File: config.mk
export PLATFORM = sky130hd
export DESIGN_NAME = dataload_mc_flat
export DESIGN_NICKNAME = d
export VERILOG_FILES = /design/src/rtl/dataload_pkg.sv /design/src/rtl/dataload_mc_if.sv /design/src/rtl/frame_buffer.sv /design/src/rtl/dataload_mc.sv /design/src/flat_wrapper.sv
export SDC_FILE = /design/constraint.sdc
export NUM_CORES = 1
export LEC_CHECK = 0
export ABC_CLOCK_PERIOD_IN_PS = 3110
export CAP_MARGIN = 20
export CORE_MARGIN = 4
export CORE_UTILIZATION = 52
export DETAILED_ROUTE_END_ITERATION = 16
export PLACE_DENSITY_LB_ADDON = 0.15
export SLEW_MARGIN = 5
export SYNTH_ARGS = -nofsm -noshare
export SYNTH_HDL_FRONTEND = slang
export SYNTH_HIERARCHICAL = 1
export SYNTH_SLANG_ARGS = --single-unit
File: constraint.sdc
create_clock -name clk -period 3.11 [get_ports clk]
set_clock_uncertainty 0.05 [all_clocks]
set_input_delay 0.311 -clock clk [delete_from_list [all_inputs] [get_ports clk]]
set_output_delay 0.311 -clock clk [all_outputs]
set_load 0.05 [all_outputs]
File: src/rtl/dataload_pkg.sv
// ============================================================================
// Module      : dataload_pkg
// Description : Shared types and defaults for the dataload_mc frame loader.
// Revision    : 1.0 - initial release
// ============================================================================
`default_nettype none

package dataload_pkg;

  localparam int DEFAULT_DATA_W = 32;

  typedef enum logic {
    LOAD_WEIGHT = 1'b0,
    LOAD_INPUT  = 1'b1
  } load_type_e;

  typedef enum logic {
    BUF_FILL = 1'b0,
    BUF_FULL = 1'b1
  } buf_state_e;

endpackage : dataload_pkg

`default_nettype wire

File: src/rtl/dataload_mc_if.sv
// ============================================================================
// Module      : dataload_mc_if
// Description : Load-port and frame-output bundle for dataload_mc.
//               Fill-count signals exist only with DATALOAD_FILL_CNT_EN.
// Revision    : 1.0 - initial release
// ============================================================================
`default_nettype none

interface dataload_mc_if #(
  parameter int DATA_W       = dataload_pkg::DEFAULT_DATA_W,
  parameter int INPUT_WORDS  = 8,
  parameter int WEIGHT_WORDS = 1
);
  import dataload_pkg::*;

  logic [DATA_W-1:0]              data_i;
  logic                           load_en_i;
  load_type_e                     load_type;
  logic                           load_ready_o;
  logic                           flush_i;
  logic                           weight_consume_i;
  logic                           input_consume_i;
  logic [WEIGHT_WORDS*DATA_W-1:0] weight_o;
  logic                           weight_valid;
  logic [INPUT_WORDS*DATA_W-1:0]  first_level_input_data;
  logic                           input_valid;
`ifdef DATALOAD_FILL_CNT_EN
  logic [$clog2(WEIGHT_WORDS+1)-1:0] weight_fill_o;
  logic [$clog2(INPUT_WORDS+1)-1:0]  input_fill_o;
`endif

  modport master (
    output data_i, load_en_i, load_type, flush_i, weight_consume_i, input_consume_i,
`ifdef DATALOAD_FILL_CNT_EN
    input  weight_fill_o, input_fill_o,
`endif
    input  load_ready_o, weight_o, weight_valid, first_level_input_data, input_valid
  );

  modport slave (
    input  data_i, load_en_i, load_type, flush_i, weight_consume_i, input_consume_i,
`ifdef DATALOAD_FILL_CNT_EN
    output weight_fill_o, input_fill_o,
`endif
    output load_ready_o, weight_o, weight_valid, first_level_input_data, input_valid
  );

endinterface : dataload_mc_if

`default_nettype wire

File: src/rtl/frame_buffer.sv
// ============================================================================
// Module      : frame_buffer
// Description : Shift-register frame assembler with FILL/FULL states,
//               consume and flush. Optional fill port (DATALOAD_FILL_CNT_EN).
// Revision    : 1.0 - initial release
// ============================================================================
`default_nettype none

module frame_buffer
  import dataload_pkg::*;
#(
  parameter  int DATA_W = DEFAULT_DATA_W,
  parameter  int DEPTH  = 8,
  localparam int CNT_W  = $clog2(DEPTH + 1),
  localparam int FW     = DEPTH * DATA_W
) (
  input  wire logic              clk,
  input  wire logic              rst,
  input  wire logic              flush,
  input  wire logic              wr_en,
  input  wire logic [DATA_W-1:0] wr_data,
  input  wire logic              consume,
`ifdef DATALOAD_FILL_CNT_EN
  output logic [CNT_W-1:0]       fill,
`endif
  output logic [FW-1:0]          frame,
  output logic                   valid
);

  localparam logic [CNT_W-1:0] LAST_CNT = CNT_W'(DEPTH - 1);
  localparam logic [CNT_W-1:0] FULL_CNT = CNT_W'(DEPTH);

  buf_state_e        state, state_nxt;
  logic [CNT_W-1:0]  count, count_nxt;
  logic [FW-1:0]     frame_q, shifted;
  logic              shift;

  // New words enter the top lane; the oldest word ends up in the bottom lane.
  generate
    if (DEPTH == 1) begin : g_single
      assign shifted = wr_data;
    end else begin : g_multi
      assign shifted = {wr_data, frame_q[FW-1:DATA_W]};
    end
  endgenerate

  always_ff @(posedge clk) begin
    if (rst || flush) begin
      state   <= BUF_FILL;
      count   <= '0;
      frame_q <= '0;
    end else begin
      state <= state_nxt;
      count <= count_nxt;
      if (shift) frame_q <= shifted;
    end
  end

  always_comb begin
    state_nxt = state;
    count_nxt = count;
    shift     = 1'b0;
    case (state)
      BUF_FILL: begin
        if (wr_en) begin
          shift = 1'b1;
          if (count == LAST_CNT) begin
            state_nxt = BUF_FULL;
            count_nxt = FULL_CNT;
          end else begin
            count_nxt = count + CNT_W'(1);
          end
        end
      end
      BUF_FULL: begin
        // A write alongside consume is the first word of the next frame.
        if (consume) begin
          if (wr_en) begin
            shift = 1'b1;
            if (DEPTH == 1) begin
              count_nxt = FULL_CNT;
            end else begin
              state_nxt = BUF_FILL;
              count_nxt = CNT_W'(1);
            end
          end else begin
            state_nxt = BUF_FILL;
            count_nxt = '0;
          end
        end
      end
      default: begin
        state_nxt = BUF_FILL;
        count_nxt = '0;
      end
    endcase
  end

  assign frame = frame_q;
  assign valid = (state == BUF_FULL);
`ifdef DATALOAD_FILL_CNT_EN
  assign fill  = count;
`endif

endmodule : frame_buffer

`default_nettype wire

File: src/rtl/dataload_mc.sv
// ============================================================================
// Module      : dataload_mc
// Description : Steers a valid/ready word stream into weight and input frame
//               buffers. Fill-count ports exist with DATALOAD_FILL_CNT_EN.
// Revision    : 1.0 - initial release
// ============================================================================
`default_nettype none

module dataload_mc
  import dataload_pkg::*;
#(
  parameter int DATA_W       = DEFAULT_DATA_W,
  parameter int INPUT_WORDS  = 8,
  parameter int WEIGHT_WORDS = 1
) (
  input wire logic     clk,
  input wire logic     rst,
  dataload_mc_if.slave bus
);

  logic sel_input;
  logic ready;
  logic accept;
  logic weight_full;
  logic input_full;

  assign sel_input = (bus.load_type == LOAD_INPUT);

  always_comb begin
    ready = 1'b0;
    if (sel_input) ready = !input_full  || bus.input_consume_i;
    else           ready = !weight_full || bus.weight_consume_i;
  end

  assign accept           = bus.load_en_i && ready;
  assign bus.load_ready_o = ready;
  assign bus.weight_valid = weight_full;
  assign bus.input_valid  = input_full;

  frame_buffer #(
    .DATA_W (DATA_W),
    .DEPTH  (WEIGHT_WORDS)
  ) u_weight_buf (
    .clk     (clk),
    .rst     (rst),
    .flush   (bus.flush_i),
    .wr_en   (accept && !sel_input),
    .wr_data (bus.data_i),
    .consume (bus.weight_consume_i),
`ifdef DATALOAD_FILL_CNT_EN
    .fill    (bus.weight_fill_o),
`endif
    .frame   (bus.weight_o),
    .valid   (weight_full)
  );

  frame_buffer #(
    .DATA_W (DATA_W),
    .DEPTH  (INPUT_WORDS)
  ) u_input_buf (
    .clk     (clk),
    .rst     (rst),
    .flush   (bus.flush_i),
    .wr_en   (accept && sel_input),
    .wr_data (bus.data_i),
    .consume (bus.input_consume_i),
`ifdef DATALOAD_FILL_CNT_EN
    .fill    (bus.input_fill_o),
`endif
    .frame   (bus.first_level_input_data),
    .valid   (input_full)
  );

endmodule : dataload_mc

`default_nettype wire

File: src/flat_wrapper.sv
// flat-port wrapper written by rule: the top's interface ports become plain ports
module dataload_mc_flat import dataload_pkg::*;
#(
  parameter int DATA_W       = DEFAULT_DATA_W,
  parameter int INPUT_WORDS  = 8,
  parameter int WEIGHT_WORDS = 1
)
  (clk, rst, bus_data_i, bus_load_en_i, bus_load_type, bus_flush_i, bus_weight_consume_i, bus_input_consume_i, bus_load_ready_o, bus_weight_o, bus_weight_valid, bus_first_level_input_data, bus_input_valid);
  dataload_mc_if #(.DATA_W(DATA_W), .INPUT_WORDS(INPUT_WORDS), .WEIGHT_WORDS(WEIGHT_WORDS)) bus_i ();
  input wire logic clk;
  input wire logic rst;
  input wire logic [$bits(bus_i.data_i)-1:0] bus_data_i;
  input wire logic [$bits(bus_i.load_en_i)-1:0] bus_load_en_i;
  input wire logic [$bits(bus_i.load_type)-1:0] bus_load_type;
  input wire logic [$bits(bus_i.flush_i)-1:0] bus_flush_i;
  input wire logic [$bits(bus_i.weight_consume_i)-1:0] bus_weight_consume_i;
  input wire logic [$bits(bus_i.input_consume_i)-1:0] bus_input_consume_i;
  output wire logic [$bits(bus_i.load_ready_o)-1:0] bus_load_ready_o;
  output wire logic [$bits(bus_i.weight_o)-1:0] bus_weight_o;
  output wire logic [$bits(bus_i.weight_valid)-1:0] bus_weight_valid;
  output wire logic [$bits(bus_i.first_level_input_data)-1:0] bus_first_level_input_data;
  output wire logic [$bits(bus_i.input_valid)-1:0] bus_input_valid;
  assign bus_i.data_i = bus_data_i;
  assign bus_i.load_en_i = bus_load_en_i;
  assign bus_i.load_type = bus_load_type;
  assign bus_i.flush_i = bus_flush_i;
  assign bus_i.weight_consume_i = bus_weight_consume_i;
  assign bus_i.input_consume_i = bus_input_consume_i;
  assign bus_load_ready_o = bus_i.load_ready_o;
  assign bus_weight_o = bus_i.weight_o;
  assign bus_weight_valid = bus_i.weight_valid;
  assign bus_first_level_input_data = bus_i.first_level_input_data;
  assign bus_input_valid = bus_i.input_valid;
  dataload_mc #(.DATA_W(DATA_W), .INPUT_WORDS(INPUT_WORDS), .WEIGHT_WORDS(WEIGHT_WORDS)) u_core (.clk(clk), .rst(rst), .bus(bus_i));
endmodule
The metal 4 layer:
Bar = 50 um.
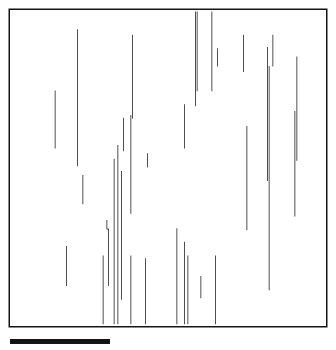
main direction: vertical
nets with wire on the layer: 24

Cells coloured by class:
Bar = 50 um. Fill, decap, tap and diode cells in grey.
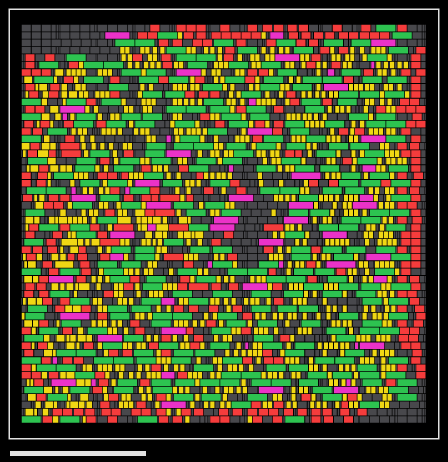
legend:
  yellow:
    class: combinational and other logic
    cells: 908
    share_of_their_area: 31%
  green:
    class: sequential cells
    cells: 295
    share_of_their_area: 39%
  magenta:
    class: clock drivers and dummy loads
    cells: 57
    share_of_their_area: 6.9%
  red:
    class: remaining buffers and delay cells
    cells: 350
    share_of_their_area: 23%

==> run notes <==
This note records the results obtained with Yosys and OpenROAD.

Worst setup path
The register-to-register path setup slack is 0.91 ns. The capture instance of the worst register-to-register path is u_core/u_input_buf/frame[85]. The cell family contributing the most delay on the critical path is buffers and inverters. The signal arrival time at the worst endpoint is 2.16 ns. The critical path depth in cells is 1.

Looking at the critical path, the highest net fanout was 11. The launching element of the worst setup path is u_core/u_input_buf/valid. The report puts the cell count of the worst reg-to-reg path at 5.

The start of the worst register-to-register path is u_core/u_input_buf/valid. The count of buffering cells on the critical path with inverters included is 1. The type of the worst setup path is reg -> out. The signal on the critical path passes through clkdlybuf4s50_1. The highest-delay cell along the critical path is sky130_fd_sc_hd__clkdlybuf4s50_1.

The worst setup path is launched from a register. The worst setup path is captured at a primary output.

Clocking
The clock tree from TritonCTS is yes. The clock insertion delay at the later pin of the skew report is 0.55 ns. The maximum level of the CTS H-tree is 1.

In this run, post-CTS hold repair placed 0 buffers. The number of clock sinks is 295. The post-CTS setup-driven buffer insertion count is 0. Counting the buffers created by CTS gives 31. The clock transition at the registers of the reported paths is 0.06 ns.

Clock tree synthesis selected as its root buffer the cell sky130_fd_sc_hd__clkbuf_16.

Min path
The source of the worst hold timing path is bus_data_i[4]. STA shows the worst min-delay path finishing at u_core/u_input_buf/frame[228]. According to the hold report, the worst path is of the in -> reg type. The number of cells on the worst hold path is listed as 3.

Synthesis
After synthesis the cells add up to 11600 um^2. The cell count in the Yosys report is 1364. Of all cell types, the one taking the most synthesized area is sky130_fd_sc_hd__dfxtp_1. The synthesis report lists the most area-consuming cells as sky130_fd_sc_hd__dfxtp_1 (51%), sky130_fd_sc_hd__nand3_1 (11%), sky130_fd_sc_hd__a21oi_1 (11%). The sequential area share after synthesis is 50.7%. The average cell area after synthesis is 8.54 um^2. The yosys synthesis warning count is 6. Counting distinct cell types in the post-synthesis netlist gives 36. Counting instances in the post-synthesis netlist gives the leading cell types as sky130_fd_sc_hd__dfxtp_1 (295), sky130_fd_sc_hd__nand3_1 (263), sky130_fd_sc_hd__a21oi_1 (259), sky130_fd_sc_hd__o21ai_0 (166), sky130_fd_sc_hd__o21ai_1 (93).

The instance count of the mapped netlist is 1364. The synthesis report gives the async set-or-reset register share as 0%. The area fraction of the dominant cell type after synthesis is around half.

Placed design
The worst-case setup slack after placement is 0.579 ns. The placed standard-cell area is roughly 15000 um^2. The final weighted congestion in routability-driven placement is 0.882.

After legalization and detailed placement, the total HPWL measured roughly 25000 um. Per the placement report, the placed cell count is 1833.

Final layout
The post-route cell area is 15600 um^2. The number of diodes is 0. After the flow finishes, the layout carries non-filler instances totaling 1890. The fraction of final layout cells with drive strength greater than 1 is under 10%. In this run the layout overhead on the synthesized area is reported as 34.3%. At the end of the flow, the number of nets in the layout was 1626.

STA
The setup-violating endpoint count in the final report is 0. The setup total negative slack is 0 ns. The final-report max-slew violation count is 0.

The final hold slack is 0.302 ns. The critical path in the final layout is reported with a setup slack of 0.588 ns. The number of hold violations in the final report is 0. Per the timing report, the achievable frequency comes out to 0.397 GHz. The worst path uses 81.1% of the clock period. After layout, the minimum clock period comes to 2.52 ns. Setup repair after global routing left no endpoint under its margin. The transition time recorded at the tightest slew-check pin is slightly above 0.8 ns.

Global route
The total global routing track utilization is between 20 and 30%. The first global-routing pass estimated 59300 um of wire. The via count of the first global-routing pass is roughly 11000. The largest net degree at the start of global routing is 166. For this run the aggregate overflow at the end of global routing stands at 0. The initial antenna violation count was 0.

Floorplan
In this run the full chip footprint comes out at about 25000 um^2. From bottom edge to top edge, the die measures 158 um. The starting density of the core is 53.2%. From left edge to right edge, the die measures 158 um.

Drt
After the first detailed-routing iteration, the DRC count stood at 1321. The via count is 11304. Before antenna repair, the detailed router went through 5 iterations.

The routed design shows a via density per instance of 5.98. The routed design shows a wire length per standard cell of 20.3 um. The number of routed nets with antenna violations is 0.

Per the detail_route report, DRC violations left total 0. The wire length reported by the detailed router is roughly 38000 um.

Flow run
In this run the tools logged warnings totalling 32.

Power and ir drop
Summing internal, switching and leakage power gives around 8.0 mW. The ratio of total power to cell area is between 500 and 600 nW/um^2.

Run status
The flow ran to the end, and the final reports show no timing, DRC or antenna violations.
Cell outlines without signal wires:
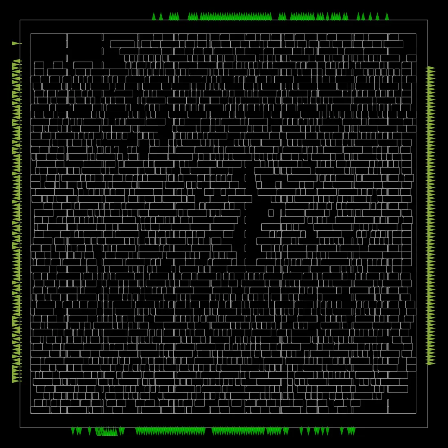
core outline area: 21900 um^2
Well-Tap Cells: 280
final-layout fill cell count: 1742
number of cell rows: 54
post-layout utilization of the core: 71.4%

Metal layers overlaid:
Bar = 50 um.
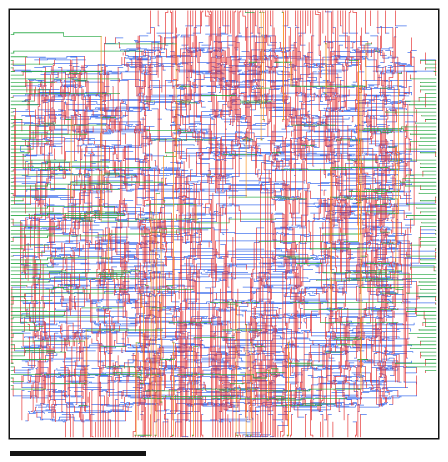
legend:
  green:
    layer: metal 3
    wire_length: 3630 um
  blue:
    layer: metal 1
    wire_length: 15400 um
  orange:
    layer: metal 4
    wire_length: 1310 um
  red:
    layer: metal 2
    wire_length: 18100 um

## layer usage
layer / up-vias / wire length, um / track usage (%) / share of wire (%)
met5: - / 0 / 0 / 0
met4: 0 / 1310 / 8.89 / 3.4
met3: 73 / 3630 / 7.16 / 9.5
met2: 522 / 18100 / 47.6 / 47
met1: 5351 / 15400 / 39.2 / 40
li1: 5358 / - / - / -
## cell type report
class	count	area (um^2)	area share (%)
Timing Repair Buffer	350	3580	22.9
Inverter	3	16.3	0.104
Tap cell	280	350	2.24
Sequential cell	295	5910	37.8
Multi-Input combinational cell	905	4740	30.3
Clock inverter	16	164	1.05
Clock buffer	41	883	5.65
## cell usage in the layout (no fill, tap or decap), types with 2 or more instances in the layout
master / Yosys / layout
sky130_fd_sc_hd__clkbuf_1: 24 / 3
sky130_fd_sc_hd__a21oi_1: 259 / 258
sky130_fd_sc_hd__dfxtp_1: 295 / 295
sky130_fd_sc_hd__buf_12: 3 / 10
sky130_fd_sc_hd__nand3b_1: 2 / 2
sky130_fd_sc_hd__inv_1: 2 / 2
sky130_fd_sc_hd__nand2_1: 35 / 35
sky130_fd_sc_hd__nor2_1: 3 / 2
sky130_fd_sc_hd__buf_4: 8 / 11
sky130_fd_sc_hd__o21ai_1: 93 / 93
sky130_fd_sc_hd__inv_6: 0 / 2
sky130_fd_sc_hd__nand2b_1: 3 / 2
sky130_fd_sc_hd__clkinv_2: 0 / 10
sky130_fd_sc_hd__clkbuf_8: 0 / 7
sky130_fd_sc_hd__bufinv_16: 0 / 3
sky130_fd_sc_hd__o21ai_0: 166 / 166
sky130_fd_sc_hd__clkbuf_16: 0 / 31
sky130_fd_sc_hd__nor2b_1: 2 / 2
sky130_fd_sc_hd__o21ai_2: 30 / 30
sky130_fd_sc_hd__clkinvlp_4: 0 / 2
sky130_fd_sc_hd__a21o_1: 2 / 2
sky130_fd_sc_hd__clkdlybuf4s50_1: 0 / 329
sky130_fd_sc_hd__nand3_1: 263 / 263
sky130_fd_sc_hd__nand4_1: 32 / 32
sky130_fd_sc_hd__a31oi_1: 3 / 3
## kinds of logic after synthesis
kind of cell | Yosys count | share of synthesized area (%)
fa+ha+maj | 1 | 0.107
compound gates | 557 | 25.1
flops | 295 | 50.7
buf+inv | 164 | 8.87
simple gates | 347 | 15.2
## flip-flops by register name, indices dropped and copies added (netlist names)
register / count
u_core/u_input_buf/count: 4
u_core/u_input_buf/frame: 256
u_core/u_input_buf/valid: 1
u_core/u_weight_buf/count: 1
u_core/u_weight_buf/frame: 32
u_core/u_weight_buf/valid: 1
## report_power, final
| group | internal, mW | leakage, nW | total (mW) | switching, mW |
|---|---|---|---|---|
| Clock | 2.24 | 0.522 | 3.76 | 1.52 |
| Sequential | 3.80 | 2.38 | 3.82 | 0.0165 |
| Combinational | 0.122 | 1.91 | 0.432 | 0.311 |
| Total | 6.16 | 4.81 | 8.01 | 1.85 |
## tightest hold or removal path, cell delays in order
cell and delay, ns:
sky130_fd_sc_hd__clkdlybuf4s50_1 0.42, sky130_fd_sc_hd__nand3_1 0.07, sky130_fd_sc_hd__a21oi_1 0.05
Power figures rest on the tool's default switching activity, not on a simulated workload.
